File: src/rtl/y86_pkg.sv
// Shared Y86-64 pipeline constants: instruction codes, register indices,
// status codes and the bubble contents loaded into pipeline registers.
package y86_pkg;

   localparam logic [3:0] I_HALT   = 4'h0;
   localparam logic [3:0] I_NOP    = 4'h1;
   localparam logic [3:0] I_RRMOVQ = 4'h2;
   localparam logic [3:0] I_IRMOVQ = 4'h3;
   localparam logic [3:0] I_RMMOVQ = 4'h4;
   localparam logic [3:0] I_MRMOVQ = 4'h5;
   localparam logic [3:0] I_OPQ    = 4'h6;
   localparam logic [3:0] I_JXX    = 4'h7;
   localparam logic [3:0] I_CALL   = 4'h8;
   localparam logic [3:0] I_RET    = 4'h9;
   localparam logic [3:0] I_PUSHQ  = 4'hA;
   localparam logic [3:0] I_POPQ   = 4'hB;

   localparam logic [3:0] RNONE = 4'hF;
   localparam logic [3:0] RRSP  = 4'h4;

   localparam logic [2:0] STAT_AOK = 3'd1;
   localparam logic [2:0] STAT_HLT = 3'd2;
   localparam logic [2:0] STAT_ADR = 3'd3;
   localparam logic [2:0] STAT_INS = 3'd4;

   localparam logic [2:0] BUBBLE_STAT  = STAT_AOK;
   localparam logic [3:0] BUBBLE_ICODE = I_NOP;
   localparam logic [3:0] BUBBLE_IFUN  = 4'h0;
   localparam logic [3:0] BUBBLE_REG   = RNONE;

endpackage

File: src/rtl/decode_fwd_mux.sv
// Priority forwarding mux for one decode operand: youngest producer wins,
// falling back to register-file data when nothing in flight targets i_src.
module decode_fwd_mux #(
   parameter int         WIDTH = 64,
   parameter logic [3:0] RNONE = 4'hF
) (
   input  logic [3:0]       i_src,
   input  logic [3:0]       i_e_dstE,
   input  logic [WIDTH-1:0] i_e_valE,
   input  logic [3:0]       i_M_dstM,
   input  logic [WIDTH-1:0] i_m_valM,
   input  logic [3:0]       i_M_dstE,
   input  logic [WIDTH-1:0] i_M_valE,
   input  logic [3:0]       i_W_dstM,
   input  logic [WIDTH-1:0] i_W_valM,
   input  logic [3:0]       i_W_dstE,
   input  logic [WIDTH-1:0] i_W_valE,
   input  logic [WIDTH-1:0] i_rf_val,
   output logic [WIDTH-1:0] o_val
);

   logic w_valid;

   // RNONE must never alias an idle stage whose destination is also RNONE.
   assign w_valid = (i_src != RNONE);

   always_comb begin
      o_val = i_rf_val;
      if (w_valid) begin
         if (i_src == i_e_dstE)      o_val = i_e_valE;
         else if (i_src == i_M_dstM) o_val = i_m_valM;
         else if (i_src == i_M_dstE) o_val = i_M_valE;
         else if (i_src == i_W_dstM) o_val = i_W_valM;
         else if (i_src == i_W_dstE) o_val = i_W_valE;
      end
   end

endmodule

File: src/rtl/decode_stage.sv
// Y86-64 decode stage: register index decode, operand forwarding and the
// E pipeline register with hazard-unit stall/bubble control.
module decode_stage
   import y86_pkg::*;
#(
   parameter int         WIDTH = 64,
   parameter logic [3:0] RNONE = 4'hF
) (
   input  logic             clk,
   input  logic             res,
   input  logic [2:0]       D_stat,
   input  logic [3:0]       D_icode,
   input  logic [3:0]       D_ifun,
   input  logic [3:0]       D_rA,
   input  logic [3:0]       D_rB,
   input  logic [WIDTH-1:0] D_valC,
   input  logic [WIDTH-1:0] D_valP,
   output logic [3:0]       d_srcA,
   output logic [3:0]       d_srcB,
   input  logic [WIDTH-1:0] rf_valA,
   input  logic [WIDTH-1:0] rf_valB,
   input  logic [3:0]       e_dstE,
   input  logic [WIDTH-1:0] e_valE,
   input  logic [3:0]       M_dstE,
   input  logic [3:0]       M_dstM,
   input  logic [WIDTH-1:0] M_valE,
   input  logic [WIDTH-1:0] m_valM,
   input  logic [3:0]       W_dstE,
   input  logic [3:0]       W_dstM,
   input  logic [WIDTH-1:0] W_valE,
   input  logic [WIDTH-1:0] W_valM,
   input  logic             E_stall,
   input  logic             E_bubble,
   output logic [2:0]       E_stat,
   output logic [3:0]       E_icode,
   output logic [3:0]       E_ifun,
   output logic [3:0]       E_dstE,
   output logic [3:0]       E_dstM,
   output logic [3:0]       E_srcA,
   output logic [3:0]       E_srcB,
   output logic [WIDTH-1:0] E_valC,
   output logic [WIDTH-1:0] E_valA,
   output logic [WIDTH-1:0] E_valB
);

   logic [3:0]       w_srcA, w_srcB, w_dstE, w_dstM;
   logic [WIDTH-1:0] w_fwdA, w_fwdB, w_valA;

   logic [2:0]       r_stat;
   logic [3:0]       r_icode, r_ifun, r_dstE, r_dstM, r_srcA, r_srcB;
   logic [WIDTH-1:0] r_valC, r_valA, r_valB;

   always_comb begin
      w_srcA = RNONE;
      w_srcB = RNONE;
      w_dstE = RNONE;
      w_dstM = RNONE;
      case (D_icode)
         I_RRMOVQ: begin w_srcA = D_rA; w_dstE = D_rB; end
         I_IRMOVQ: begin w_dstE = D_rB; end
         I_RMMOVQ: begin w_srcA = D_rA; w_srcB = D_rB; end
         I_MRMOVQ: begin w_srcB = D_rB; w_dstM = D_rA; end
         I_OPQ:    begin w_srcA = D_rA; w_srcB = D_rB; w_dstE = D_rB; end
         I_CALL:   begin w_srcB = RRSP; w_dstE = RRSP; end
         I_RET:    begin w_srcA = RRSP; w_srcB = RRSP; w_dstE = RRSP; end
         I_PUSHQ:  begin w_srcA = D_rA; w_srcB = RRSP; w_dstE = RRSP; end
         I_POPQ:   begin w_srcA = RRSP; w_srcB = RRSP; w_dstE = RRSP; w_dstM = D_rA; end
         default:  ;
      endcase
   end

   assign d_srcA = w_srcA;
   assign d_srcB = w_srcB;

   decode_fwd_mux #(.WIDTH(WIDTH), .RNONE(RNONE)) u_fwd_a (
      .i_src   (w_srcA),
      .i_e_dstE(e_dstE), .i_e_valE(e_valE),
      .i_M_dstM(M_dstM), .i_m_valM(m_valM),
      .i_M_dstE(M_dstE), .i_M_valE(M_valE),
      .i_W_dstM(W_dstM), .i_W_valM(W_valM),
      .i_W_dstE(W_dstE), .i_W_valE(W_valE),
      .i_rf_val(rf_valA),
      .o_val   (w_fwdA)
   );

   decode_fwd_mux #(.WIDTH(WIDTH), .RNONE(RNONE)) u_fwd_b (
      .i_src   (w_srcB),
      .i_e_dstE(e_dstE), .i_e_valE(e_valE),
      .i_M_dstM(M_dstM), .i_m_valM(m_valM),
      .i_M_dstE(M_dstE), .i_M_valE(M_valE),
      .i_W_dstM(W_dstM), .i_W_valM(W_valM),
      .i_W_dstE(W_dstE), .i_W_valE(W_valE),
      .i_rf_val(rf_valB),
      .o_val   (w_fwdB)
   );

   // Jumps and calls carry valP down the pipe in the valA slot.
   assign w_valA = (D_icode == I_JXX || D_icode == I_CALL) ? D_valP : w_fwdA;

   always_ff @(posedge clk) begin
      if (res || E_bubble) begin
         r_stat  <= BUBBLE_STAT;
         r_icode <= BUBBLE_ICODE;
         r_ifun  <= BUBBLE_IFUN;
         r_dstE  <= BUBBLE_REG;
         r_dstM  <= BUBBLE_REG;
         r_srcA  <= BUBBLE_REG;
         r_srcB  <= BUBBLE_REG;
         r_valC  <= '0;
         r_valA  <= '0;
         r_valB  <= '0;
      end else if (!E_stall) begin
         r_stat  <= D_stat;
         r_icode <= D_icode;
         r_ifun  <= D_ifun;
         r_dstE  <= w_dstE;
         r_dstM  <= w_dstM;
         r_srcA  <= w_srcA;
         r_srcB  <= w_srcB;
         r_valC  <= D_valC;
         r_valA  <= w_valA;
         r_valB  <= w_fwdB;
      end
   end

   assign E_stat  = r_stat;
   assign E_icode = r_icode;
   assign E_ifun  = r_ifun;
   assign E_dstE  = r_dstE;
   assign E_dstM  = r_dstM;
   assign E_srcA  = r_srcA;
   assign E_srcB  = r_srcB;
   assign E_valC  = r_valC;
   assign E_valA  = r_valA;
   assign E_valB  = r_valB;

endmodule

File: config.mk
export PLATFORM = sky130hd
export DESIGN_NAME = decode_stage
export DESIGN_NICKNAME = d
export VERILOG_FILES = /design/src/rtl/y86_pkg.sv /design/src/rtl/decode_fwd_mux.sv /design/src/rtl/decode_stage.sv
export SDC_FILE = /design/constraint.sdc
export NUM_CORES = 1
export LEC_CHECK = 0
export ABC_AREA = 0
export ABC_CLOCK_PERIOD_IN_PS = 5200
export CORE_AREA = 5 5 330 332
export CTS_CLUSTER_DIAMETER = 50
export CTS_CLUSTER_SIZE = 12
export DETAILED_ROUTE_END_ITERATION = 8
export DIE_AREA = 0 0 335 337
export RECOVER_POWER = 25
export SLEW_MARGIN = 20
export SYNTH_ARGS = -nofsm -noshare
export SYNTH_HDL_FRONTEND = slang
export SYNTH_SLANG_ARGS = --single-unit
File: constraint.sdc
create_clock -name clk -period 5.2 [get_ports clk]
set_input_delay 1.04 -clock clk [delete_from_list [all_inputs] [get_ports clk]]
set_output_delay 1.04 -clock clk [all_outputs]
set_load 0.01 [all_outputs]
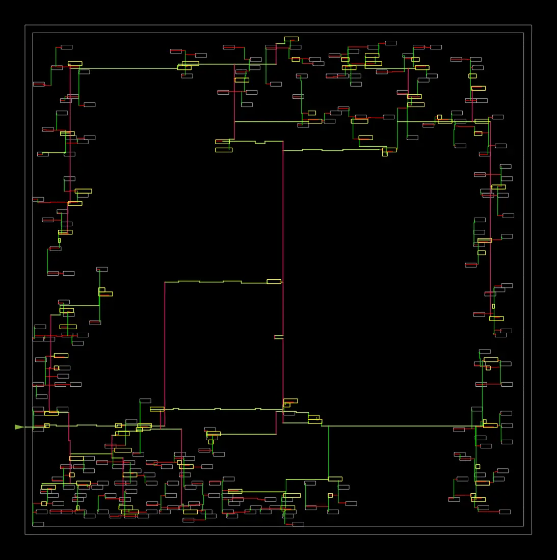
(images/clock_nets.png)
clock sink count: 219
CTS buffer count: 46
Layout clock buffers: 55
clk pwr: 3.38 mW
Clock Skews: 0 ns

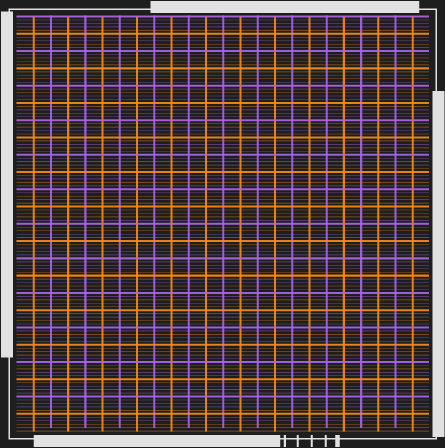
(images/floorplan.png)
Pins as bars on the die edge.
colour	net
orange	VSS
purple	VDD
signal pins	846
met5 straps	24
met4 straps	23
met1 rails	121
rows	120
core area: 0.106 mm^2
Max VDD drop: 220 uV

==> impl_metrics.toml <==
# physical design summary
[floorplanning]
fp-row-count = 120
io_pins = 846
dieHeight_um = 337
chipArea_mm2 = 0.113
die_x_um = 335

[synthesis]
synth_cell_types = 59
synth_cells = 1799
synth-edff-count = 0
ys_seq_share_pct = 30.6
yosys-top-cells-count = "219 x dfxtp_1, 183 x o21ai_0, 158 x nand2_1, 153 x nor2_1, 140 x mux2i_1"
ys_ff = 219
yosysCellCount = 1799
ys_area_mm2 = 0.0143
ys_async_sr_fraction_pct = 0
yosysWarnings = 0
most_common_cell = "dfxtp_1"
yosysTopAreaCellShare_pct = 30.6
synth.avg_cell_area_um2 = 7.95

[sta]
rsz0062_at_grt = "false"
report.final.slew_viol_count = 115
min_period_ns = 4.68
finalSetupViolCount = 0
fin_setup_tns_ns = 0
maxSlewHeadroom_pct = -45.5

[drt]
drt_iter0_drc = 2244
drc = 0
wl_um = 113000
vias = 19800
drtAntennaViolNets = 0
post_drt_via_cell_ratio = 4.93

[pwr]
seq_cell_power_mw = 1.84
leakage_nw = 9.69
power.total_mw = 7.04
swShare_pct = 30.8
power.switching_mw = 2.17
p_comb_mw = 1.83
p_clk_share_pct = 48.0
p_int_mw = 4.87
comb_power_share_pct = 25.9

[status]
violations = "max-capacitance violations, max-slew violations"
status = "complete, but fails checks"

[cells_and_area]
postLayoutCoreUtil_pct = 24.7
instances_no_fill = 4016
drive_above_1_share_pct = 6.56
area_growth_pct = 83.4
nets = 3173

[critical_path]
r2r-start = "E_valA[35]"
r2r_end = "E_valA[35]"
cp-end-kind = "output port"
crit_end = "d_srcA[0]"
rr_worst_depth = 3
cp.required_ns = 4.16
cp-start-kind = "input pin"

[job]
maxCapViolations = 2

[placed_design]
dpl_cell_area_mm2 = 0.0245
dp_hpwl_um = 82800
pre_cts_slack_ns = 0.588
gp_congestion = 0.946

[global_routing]
overflow = 0
antenna_found_initial = 28
grt_pass1_wl_um = 152000
grt_usage_pct = 18.6
grt_max_degree = 121

[clock_network]
insertion_delay_ns = 0.60
cts-root-buf = "clkbuf_16"
post_cts_buffers = 0
h-tree-depth = 2
cts_buffer_depth = 3
clkTransAtPathRegs_ns = 0.06
hold_buffers = 0
worst max-delay path, stage by stage:
cell and delay, ns:
clkdlybuf4s50_1 0.74, nand2b_4 0.19, a21o_1 0.29, o21ai_1 0.58, inv_1 0.24, clkdlybuf4s50_1 0.55
cell families (layout without fill, tap and decap cells):
| family | Yosys count | after routing | share of synthesized area, % |
|---|---|---|---|
| AND-OR/OR-AND | 792 | 792 | 39.9 |
| XOR/XNOR | 4 | 4 | 0.245 |
| buffers and inverters | 212 | 1003 | 6.45 |
| flip-flops | 219 | 219 | 30.6 |
| multiplexers | 140 | 140 | 9.80 |
| other | 0 | 23 | 0 |
| AND/OR/NAND/NOR | 432 | 432 | 12.9 |
layout make-up:
class / instances / area, um^2
antenna: 23 / 57.6
clock buffer: 55 / 1250
clock inverter: 29 / 473
fill: 11500 / 79800
inverter: 19 / 72.6
multi-input combinational: 1368 / 9130
sequential: 219 / 4380
tap: 1403 / 1760
timing repair buffer: 900 / 9110
placed cells by master (no fill, tap or decap), types with 4 or more instances in the layout:
| cell type | n |
|---|---|
| a21boi_0 | 65 |
| a21oi_1 | 10 |
| a221oi_1 | 65 |
| a222oi_1 | 65 |
| buf_12 | 19 |
| buf_4 | 34 |
| bufinv_16 | 9 |
| clkbuf_16 | 46 |
| clkbuf_8 | 8 |
| clkdlybuf4s50_1 | 773 |
| clkinvlp_4 | 6 |
| dfxtp_1 | 219 |
| diode_2 | 23 |
| dlygate4sd3_1 | 71 |
| inv_1 | 17 |
| inv_8 | 4 |
| mux2i_1 | 140 |
| nand2_1 | 158 |
| nand2b_1 | 9 |
| nand2b_4 | 4 |
| nand3_1 | 7 |
| nor2_1 | 151 |
| nor2_4 | 4 |
| nor3_1 | 74 |
| nor3_2 | 5 |
| o211a_1 | 64 |
| o211ai_1 | 71 |
| o21ai_0 | 183 |
| o21ai_1 | 87 |
| o221ai_1 | 65 |
| o22ai_1 | 80 |
| or3_1 | 4 |
routing by layer:
layer | wire length [um] | track usage (%) | part of all wire (%) | vias up
met5 | 212 | 0.553 | 0.19 | -
met4 | 4910 | 7.61 | 4.3 | 20
met3 | 12100 | 5.91 | 11 | 310
met2 | 52400 | 30.7 | 46 | 1453
met1 | 43700 | 22.4 | 39 | 9451
li1 | - | - | - | 8582
flip-flops by register name, summed over array words and instances, names as in the netlist:
signal / flops
E_srcB: 4
E_dstM: 4
E_valA: 64
E_stat: 3
E_valB: 64
E_icode: 4
E_valC: 64
E_dstE: 4
E_ifun: 4
E_srcA: 4
worst min path at each step:
stage               slack (ns)  cells past startpoint        from          to
finish                    0.47                      2   E_stat[0]   E_stat[0]
global route              0.49                      2   E_dstE[0]   E_dstE[0]
CTS                       0.47                      2   E_dstE[3]   E_dstE[3]
detailed placement        0.46                      2   E_dstE[3]   E_dstE[3]
global placement          0.45                      2   E_dstE[0]   E_dstE[0]
floorplan                 0.47                      2  E_icode[0]  E_icode[0]
Power is estimated from default activity; no workload was simulated.
